**Run 1: cell classes on the final placement**

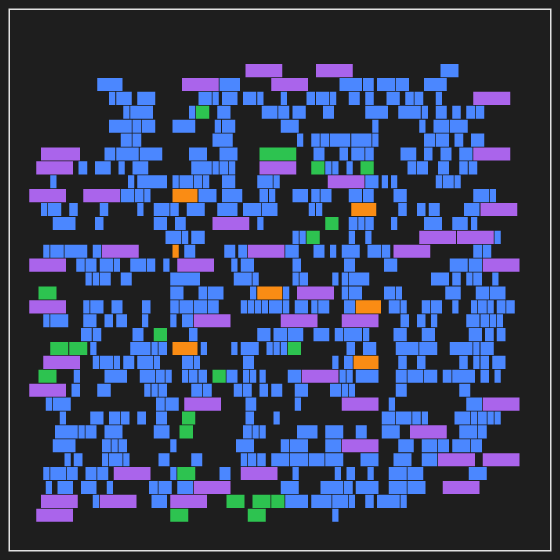
**Run 1: local utilization**

The bar under the picture is 20 µm long. The die is cut into 11 by 11 equal tiles; dark blue is low, red is high, 0 to 100% covered.
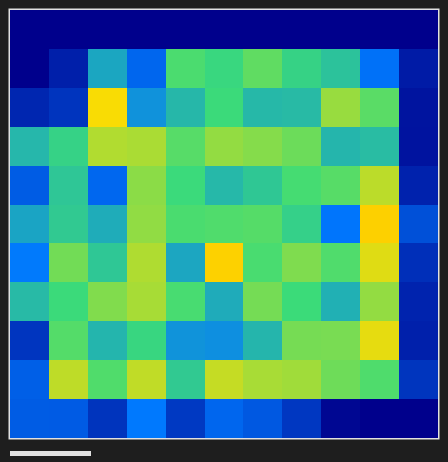
**Run 1: wire density map**

The bar under the picture is 20 µm long. The die is cut into 21 by 21 equal tiles; dark blue is low, red is high, scaled to the fullest tile. Values are wire area over tile area, all layers added.
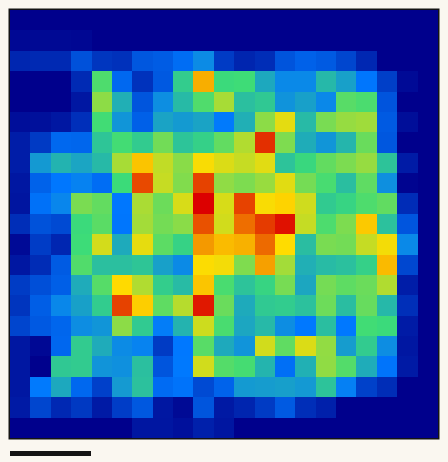
$ cat src/rtl/serial_sort_pkg.sv
// Shared types and sizing helpers for the serial sort stage.
// Also used by sort_cmp_swap and serial_sort_stage.
package serial_sort_pkg;

    typedef enum logic [2:0] {
        IDLE = 3'd0,
        LOAD = 3'd1,
        SORT = 3'd2,
        OUT  = 3'd3,
        DONE = 3'd4
    } state_e;

    localparam int DEF_DATA_W    = 4;
    localparam int DEF_NUM_WORDS = 8;

    // Bits needed to hold any value in 0..max_val (never less than one).
    function automatic int cnt_width(input int max_val);
        if (max_val < 1) begin
            return 1;
        end
        return $clog2(max_val + 1);
    endfunction

endpackage

$ cat src/rtl/sort_cmp_swap.sv
// Combinational compare-exchange of two unsigned words.
// When desc_i=0, first_o gets the smaller word. Equal words never swap.
module sort_cmp_swap
    import serial_sort_pkg::*;
#(
    parameter int DATA_W = DEF_DATA_W
) (
    input  logic [DATA_W-1:0] a_i,
    input  logic [DATA_W-1:0] b_i,
    input  logic              desc_i,
    output logic [DATA_W-1:0] first_o,
    output logic [DATA_W-1:0] second_o
);

    logic swap;

    assign swap     = desc_i ? (a_i < b_i) : (a_i > b_i);
    assign first_o  = swap ? b_i : a_i;
    assign second_o = swap ? a_i : b_i;

endmodule

$ cat src/rtl/serial_sort_stage.sv
// Bit-serial frame sorter: load, odd-even transposition sort, then serial output.
// Optional SORT_PARITY_EN appends an even-parity bit after every output word.
module serial_sort_stage
    import serial_sort_pkg::*;
#(
    parameter int DATA_W    = DEF_DATA_W,
    parameter int NUM_WORDS = DEF_NUM_WORDS
) (
    input  logic t_clk,
    input  logic rst,
    input  logic f_layer,
    input  logic sort_dir,
    input  logic data_in,
    input  logic in_valid,
    output logic data_out,
    output logic out_valid,
    output logic sort_finish,
    output logic busy
);

    localparam int TOTAL_BITS = NUM_WORDS * DATA_W;
`ifdef SORT_PARITY_EN
    localparam int OUT_BITS   = NUM_WORDS * (DATA_W + 1);
    localparam int BIT_W      = cnt_width(DATA_W);
    localparam logic [BIT_W-1:0] PAR_SLOT = BIT_W'(DATA_W);
`else
    localparam int OUT_BITS   = TOTAL_BITS;
`endif
    localparam int HALF       = NUM_WORDS / 2;
    localparam int CNT_W      = cnt_width(OUT_BITS);
    localparam int PASS_W     = cnt_width(NUM_WORDS - 1);

    localparam logic [CNT_W-1:0]  LOAD_LAST = CNT_W'(TOTAL_BITS);
    localparam logic [CNT_W-1:0]  OUT_LAST  = CNT_W'(OUT_BITS - 1);
    localparam logic [PASS_W-1:0] PASS_LAST = PASS_W'(NUM_WORDS - 1);

    state_e                 state_q, state_d;
    logic [TOTAL_BITS-1:0]  frame_q, frame_d;
    logic [CNT_W-1:0]       cnt_q,   cnt_d;
    logic [PASS_W-1:0]      pass_q,  pass_d;
    logic                   dir_q,   dir_d;
`ifdef SORT_PARITY_EN
    logic [BIT_W-1:0]       bit_q,   bit_d;
    logic                   par_q,   par_d;
`endif

    logic [DATA_W-1:0]      word_w   [NUM_WORDS];
    logic [DATA_W-1:0]      sorted_w [NUM_WORDS];
    logic [DATA_W-1:0]      cmp_a    [HALF];
    logic [DATA_W-1:0]      cmp_b    [HALF];
    logic [DATA_W-1:0]      cmp_x    [HALF];
    logic [DATA_W-1:0]      cmp_y    [HALF];
    logic [TOTAL_BITS-1:0]  seed_flat;
    logic [TOTAL_BITS-1:0]  sorted_flat;
    logic                   odd_pass;
    logic                   out_bit;

    assign odd_pass = pass_q[0];

    // Word 0 occupies the top of the frame so it is shifted in and out first.
    always_comb begin
        seed_flat = '0;
        for (int i = 0; i < NUM_WORDS; i++) begin
            word_w[i] = frame_q[TOTAL_BITS-1-i*DATA_W -: DATA_W];
            seed_flat[TOTAL_BITS-1-i*DATA_W -: DATA_W] = DATA_W'(NUM_WORDS - 1 - i);
        end
    end

    // On odd passes the last comparator's wrap-around pair is computed but discarded.
    for (genvar j = 0; j < HALF; j++) begin : g_cmp
        localparam int EA = 2 * j;
        localparam int EB = 2 * j + 1;
        localparam int OA = 2 * j + 1;
        localparam int OB = (2 * j + 2) % NUM_WORDS;

        assign cmp_a[j] = odd_pass ? word_w[OA] : word_w[EA];
        assign cmp_b[j] = odd_pass ? word_w[OB] : word_w[EB];

        sort_cmp_swap #(
            .DATA_W (DATA_W)
        ) u_cmp (
            .a_i      (cmp_a[j]),
            .b_i      (cmp_b[j]),
            .desc_i   (dir_q),
            .first_o  (cmp_x[j]),
            .second_o (cmp_y[j])
        );
    end

    always_comb begin
        for (int i = 0; i < NUM_WORDS; i++) begin
            sorted_w[i] = word_w[i];
        end
        for (int j = 0; j < HALF; j++) begin
            if (!odd_pass) begin
                sorted_w[2*j]   = cmp_x[j];
                sorted_w[2*j+1] = cmp_y[j];
            end else if (j < HALF - 1) begin
                sorted_w[2*j+1]               = cmp_x[j];
                sorted_w[(2*j+2) % NUM_WORDS] = cmp_y[j];
            end
        end
        sorted_flat = '0;
        for (int i = 0; i < NUM_WORDS; i++) begin
            sorted_flat[TOTAL_BITS-1-i*DATA_W -: DATA_W] = sorted_w[i];
        end
    end

    always_comb begin
        state_d = state_q;
        frame_d = frame_q;
        cnt_d   = cnt_q;
        pass_d  = pass_q;
        dir_d   = dir_q;
        out_bit = 1'b0;
`ifdef SORT_PARITY_EN
        bit_d   = bit_q;
        par_d   = par_q;
`endif
        case (state_q)
            IDLE: begin
                if (f_layer) begin
                    frame_d = seed_flat;
                    dir_d   = sort_dir;
                    pass_d  = '0;
                    cnt_d   = '0;
                    state_d = SORT;
                end else if (in_valid) begin
                    frame_d = {frame_q[TOTAL_BITS-2:0], data_in};
                    cnt_d   = CNT_W'(1);
                    state_d = LOAD;
                end
            end
            LOAD: begin
                if (cnt_q == LOAD_LAST) begin
                    dir_d   = sort_dir;
                    pass_d  = '0;
                    cnt_d   = '0;
                    state_d = SORT;
                end else if (in_valid) begin
                    frame_d = {frame_q[TOTAL_BITS-2:0], data_in};
                    cnt_d   = cnt_q + CNT_W'(1);
                end
            end
            SORT: begin
                frame_d = sorted_flat;
                if (pass_q == PASS_LAST) begin
                    pass_d  = '0;
                    cnt_d   = '0;
                    state_d = OUT;
                end else begin
                    pass_d  = pass_q + PASS_W'(1);
                end
            end
            OUT: begin
`ifdef SORT_PARITY_EN
                if (bit_q == PAR_SLOT) begin
                    out_bit = par_q;
                    par_d   = 1'b0;
                    bit_d   = '0;
                end else begin
                    out_bit = frame_q[TOTAL_BITS-1];
                    frame_d = {frame_q[TOTAL_BITS-2:0], 1'b0};
                    par_d   = par_q ^ frame_q[TOTAL_BITS-1];
                    bit_d   = bit_q + BIT_W'(1);
                end
`else
                out_bit = frame_q[TOTAL_BITS-1];
                frame_d = {frame_q[TOTAL_BITS-2:0], 1'b0};
`endif
                if (cnt_q == OUT_LAST) begin
                    cnt_d   = '0;
                    state_d = DONE;
                end else begin
                    cnt_d   = cnt_q + CNT_W'(1);
                end
            end
            DONE: begin
                state_d = IDLE;
            end
            default: begin
                state_d = IDLE;
            end
        endcase
    end

    always_ff @(posedge t_clk) begin
        if (rst) begin
            state_q <= IDLE;
            frame_q <= '0;
            cnt_q   <= '0;
            pass_q  <= '0;
            dir_q   <= 1'b0;
`ifdef SORT_PARITY_EN
            bit_q   <= '0;
            par_q   <= 1'b0;
`endif
        end else begin
            state_q <= state_d;
            frame_q <= frame_d;
            cnt_q   <= cnt_d;
            pass_q  <= pass_d;
            dir_q   <= dir_d;
`ifdef SORT_PARITY_EN
            bit_q   <= bit_d;
            par_q   <= par_d;
`endif
        end
    end

    assign out_valid   = (state_q == OUT);
    assign data_out    = out_valid & out_bit;
    assign sort_finish = (state_q == DONE);
    assign busy        = (state_q != IDLE);

endmodule

$ cat config.mk
export PLATFORM = sky130hd
export DESIGN_NAME = serial_sort_stage
export DESIGN_NICKNAME = d
export VERILOG_FILES = /design/src/rtl/serial_sort_pkg.sv /design/src/rtl/sort_cmp_swap.sv /design/src/rtl/serial_sort_stage.sv
export SDC_FILE = /design/constraint.sdc
export NUM_CORES = 1
export LEC_CHECK = 0
export CORE_MARGIN = 3
export CORE_UTILIZATION = 40
export DETAILED_ROUTE_END_ITERATION = 6
export HOLD_SLACK_MARGIN = 0.05
export PLACE_DENSITY = 0.54
export SYNTH_ARGS = -nofsm -noshare
export SYNTH_HDL_FRONTEND = slang
export SYNTH_SLANG_ARGS = --single-unit
$ cat constraint.sdc
create_clock -name t_clk -period 3.9 [get_ports t_clk]
set_input_delay 1.17 -clock t_clk [delete_from_list [all_inputs] [get_ports t_clk]]
set_output_delay 1.17 -clock t_clk [all_outputs]
set_load 0.02 [all_outputs]
==> results.ini, run 1 <==
[status]
status = finished clean

[setup_path]
cp_top_family = AND-OR/OR-AND gates
crit_end = frame_q[9]
end_kind = flop

[route]
first_pass_iters = 6
viasPerCell = 6.20

[yosys]
yosys_warnings = 0
simple_gate_share_pct = 22.1
adder_share_pct = 6.29
avgSynthCellArea_um2 = 7.39
ys_top_cells_by_count = nand2_1 (61), nor2_1 (58), dfxtp_1 (45)

[final_layout]
ff_count = 45
num-nonclk-inverters = 18
nonClkBufAreaFrac_pct = 4.49
clkCellAreaFrac_pct = 2.01

[grt]
grt_pass1_vias = 4031
grt-busiest-layer = met2

[die]
rows = 35
taps = 129

[power]
power.density_nw_per_um2 = 744
switching_share_pct = 51.4
clockPowerShare_pct = 9.7

[placement]
placed_cells = 655

[timing]
fin_ws_ns = 0.438
skew_ns = 0.00902

Notes on 'cell classes on the final placement' above:
all other logic: marked blue, cells 460. clock drivers and dummy loads: marked orange, cells 7. other buffers and delay cells: marked green, cells 21. flip-flops: marked purple, cells 45.
final instance area: 4290 µm²
fin util: 45.3%
core area: 9460 µm²

Notes on 'local utilization' above:
12% of the tiles are nearly empty. The densest ninth of the die: middle. The mean over all tiles is 37%. The fullest tile reaches 76%. 1.7% of the tiles are over 75% full.
Initial Util: 42.0%

Notes on 'wire density map' above:
The fullest tile reaches 0.58. 27% of the tiles are over half the peak. The mean over all tiles is 0.18.
wirelength, routed: 12700 µm
DR WL/cell: 19.1 µm
gr usage total: 23.0%
Vias: 4104

**Run 1: track usage over the die**

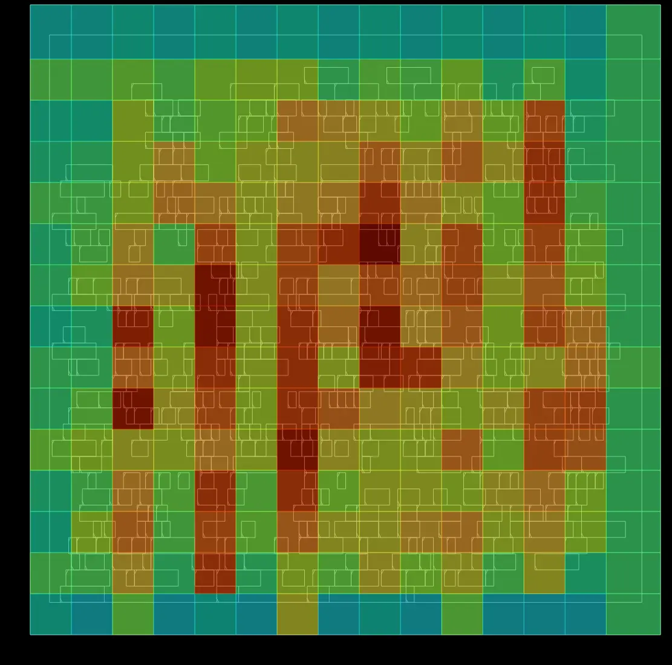

## Run 2: what changed since run 1
--- a/config.mk
+++ b/config.mk
@@ -10,6 +10,7 @@
 export DETAILED_ROUTE_END_ITERATION = 6
 export HOLD_SLACK_MARGIN = 0.05
 export PLACE_DENSITY = 0.54
+export RECOVER_POWER = 50
 export SYNTH_ARGS = -nofsm -noshare
 export SYNTH_HDL_FRONTEND = slang
 export SYNTH_SLANG_ARGS = --single-unit
**Run 2: track usage over the die**

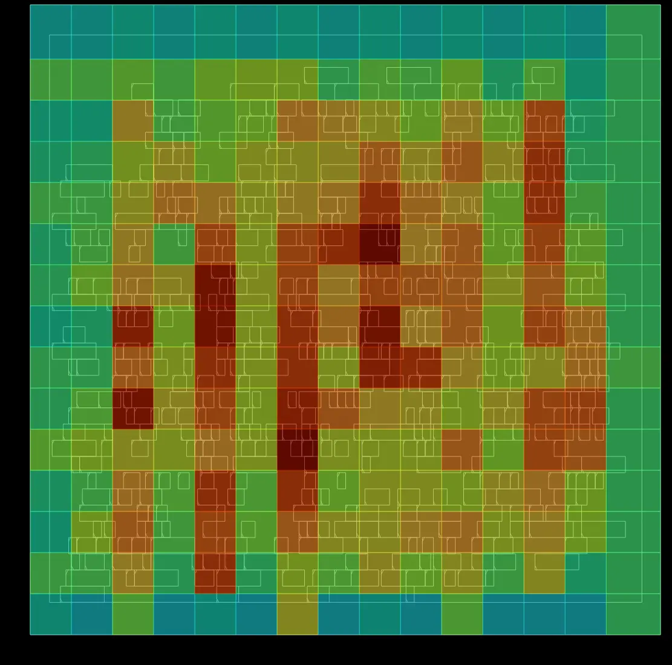
met1 usage: 32.0%
fin util: 45.1%
met2 Use GR: 37.3%
GR peak layer: met2

**Run 2: wire density map**

The bar under the picture is 20 µm long. The die is cut into 21 by 21 equal tiles; dark blue is low, red is high, scaled to the fullest tile. Values are wire area over tile area, all layers added.
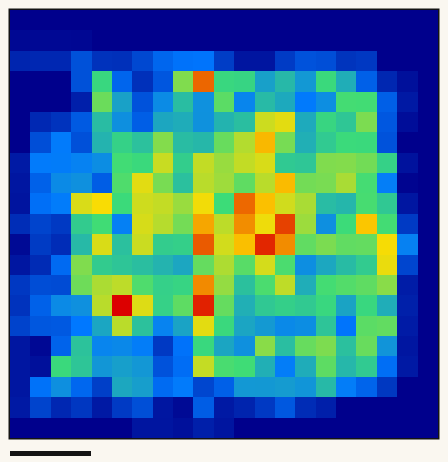
The fullest tile reaches 0.60. 25% of the tiles are over half the peak. The mean over all tiles is 0.18. The densest ninth of the die: middle. 22% of the tiles are nearly empty.
wirelength, routed: 12700 µm
Vias: 4133

**Run 2: cell classes on the final placement**

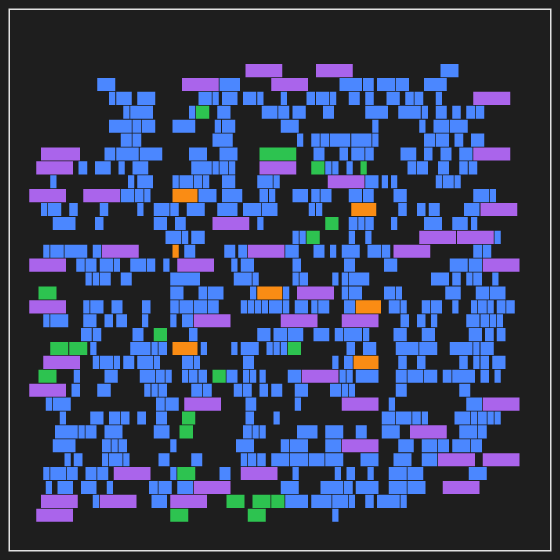
other buffers and delay cells: marked green, cells 21. all other logic: marked blue, cells 460. flip-flops: marked purple, cells 45. clock drivers and dummy loads: marked orange, cells 7.
sequential share of cell area: 21.1%
final instance area: 4270 µm²
Site Rows: 35

==> run 2 against run 1 <==
  * Utilization decreased by 0.21 points
  * Sequential power about the same
  * Area after synthesis unchanged
  * Wire length increased by 0.11%
  * Highest routed layer unchanged
  * Final cell count unchanged
  * Non-clock buffer count unchanged
  * Worst setup slack got worse by 0.15 ns
  * Register-to-register slack got worse by 0.09 ns
  * Global-route usage unchanged
  * Clock-buffer cell count unchanged
  * Synthesized cell count unchanged
==> results.ini, run 2 <==
[yosys]
ys_top_cells_by_count = nand2_1 (61), nor2_1 (58), dfxtp_1 (45)
avgSynthCellArea_um2 = 7.39  ; unchanged
yosys_warnings = 0  ; unchanged
ys_seq_elements = 45
mux_share_pct = 8.97
simple_gate_share_pct = 22.1  ; unchanged
ys_seq_share_pct = 22.7

[grt]
grt_usage_pct = 23.0  ; unchanged
antenna_found_initial = 0

[route]
wl_per_cell_um = 19.1  ; +0.11%
viasPerCell = 6.24  ; +0.71%

[final_layout]
nNetsFinal = 559
ff_count = 45  ; unchanged
num-nonclk-inverters = 18  ; unchanged
nonClkBufAreaFrac_pct = 4.43  ; -0.067 points

[die]
taps = 129  ; unchanged
initCoreUtil_pct = 42.0  ; unchanged
fp.coreArea_um2 = 9460  ; unchanged

[power]
clockPowerShare_pct = 9.8  ; about the same
switching_share_pct = 51.8  ; +0.37 points
power.switching_mw = 1.63

[setup_path]
cp-start-kind = input pin
end_kind = flop
crit_end = cnt_q[4]

[min_path]
holdCritStartpoint = pass_q[1]

[timing]
fin_ws_ns = 0.287  ; -0.150 ns
skew_ns = 0.0112  ; +0.00223 ns

[status]
status = finished clean

[placement]
placed_cells = 655  ; unchanged

## Run 3: what changed since run 2
--- a/config.mk
+++ b/config.mk
@@ -11,6 +11,7 @@
 export HOLD_SLACK_MARGIN = 0.05
 export PLACE_DENSITY = 0.54
 export RECOVER_POWER = 50
+export SLEW_MARGIN = 20
 export SYNTH_ARGS = -nofsm -noshare
 export SYNTH_HDL_FRONTEND = slang
 export SYNTH_SLANG_ARGS = --single-unit
**Run 3: cell sizes after repair**

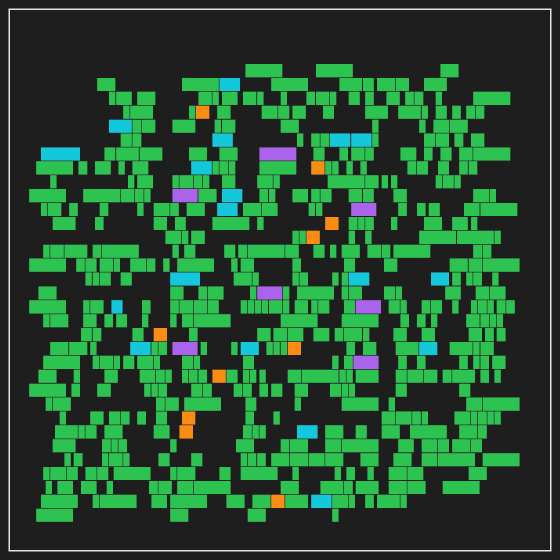
drive 6 and up: marked purple, cells 7, share 1.3%. drive 1 or less: marked green, cells 498, share 93%. drive 2: marked cyan, cells 18, share 3.4%. drive 3 to 4: marked orange, cells 10, share 1.9%.
worst setup margin: 0.287 ns
Area Growth Syn to Fin: 7.36%
Non-CTS buffers: 21

**Run 3: local utilization**

The bar under the picture is 20 µm long. The die is cut into 11 by 11 equal tiles; dark blue is low, red is high, 0 to 100% covered.
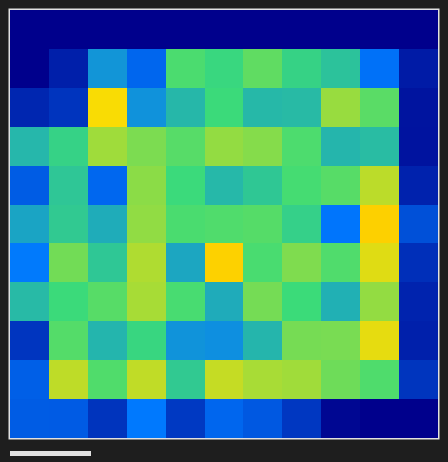
12% of the tiles are nearly empty. The mean over all tiles is 37%. The densest ninth of the die: middle. The fullest tile reaches 76%. 1.7% of the tiles are over 75% full. The emptiest ninth of the die: top left.

**Run 3: track usage over the die**

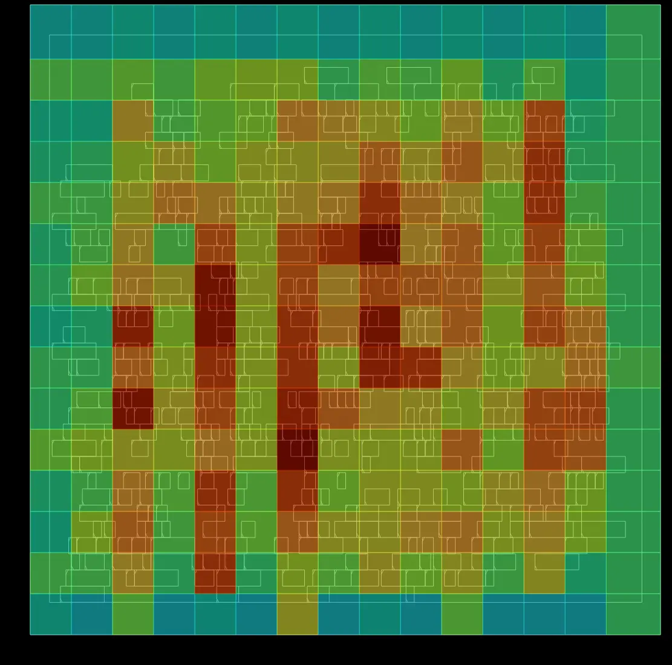
DR WL/cell: 19.1 µm
GRT met3 Usage: 2.82%

==> run 3 against run 2 <==
  * Combinational power is essentially flat
  * Die area is the same
  * Area after synthesis is the same
  * Sequential share of layout area is the same
  * Register-to-register slack is essentially flat
  * First-iteration DRC count is the same
  * Non-clock buffer count is the same
  * Utilization is the same
  * Via count is the same
  * Final cell count is the same
  * Wire length is the same
  * Sequential cell count is the same
  * Largest power group unchanged
  * Highest routed layer unchanged
==> results.ini, run 3 <==
[final_layout]
num-nonclk-inverters = 18  ; unchanged
ff_count = 45  ; unchanged
design_area_um2 = 4270  ; unchanged
sh_seq_area_pct = 21.1  ; unchanged
utilization_pct = 45.1  ; unchanged
largestRegisters = frame_q (32), cnt_q (6)
nNetsFinal = 559  ; unchanged

[grt]
grt_use_met1_pct = 32.0  ; unchanged
antenna_found_initial = 0  ; unchanged
grt_usage_pct = 23.0  ; unchanged
met2_usage_pct = 37.3  ; unchanged
grt-busiest-layer = met2

[yosys]
simple_gate_share_pct = 22.1  ; unchanged
yosys_warnings = 0  ; unchanged
ys_seq_share_pct = 22.7  ; unchanged
ys_async_sr_fraction_pct = 0
ys_top_cells_by_count = nand2_1 (61), nor2_1 (58), dfxtp_1 (45)
aoi_share_pct = 33.9
avgSynthCellArea_um2 = 7.39  ; unchanged
mux_share_pct = 8.97  ; unchanged

[route]
drt-total-wl_um = 12700  ; unchanged
viasPerCell = 6.24  ; unchanged
vias = 4133  ; unchanged

[power]
peakVddDrop_v = 0.000269
switching_share_pct = 51.8  ; unchanged
power.switching_mw = 1.63  ; unchanged
seqPwrFrac_pct = 24.8
clockPowerShare_pct = 9.8  ; about the same

[min_path]
holdCritStartpoint = pass_q[1]

[die]
fp.coreArea_um2 = 9460  ; unchanged
taps = 129  ; unchanged
rows = 35  ; unchanged
initCoreUtil_pct = 42.0  ; unchanged

[setup_path]
cp-start-kind = input pin
end_kind = flop

[status]
status = finished clean

[placement]
placed_cells = 655  ; unchanged

[timing]
skew_ns = 0.0112  ; unchanged

Power and IR drop assume default switching activity.
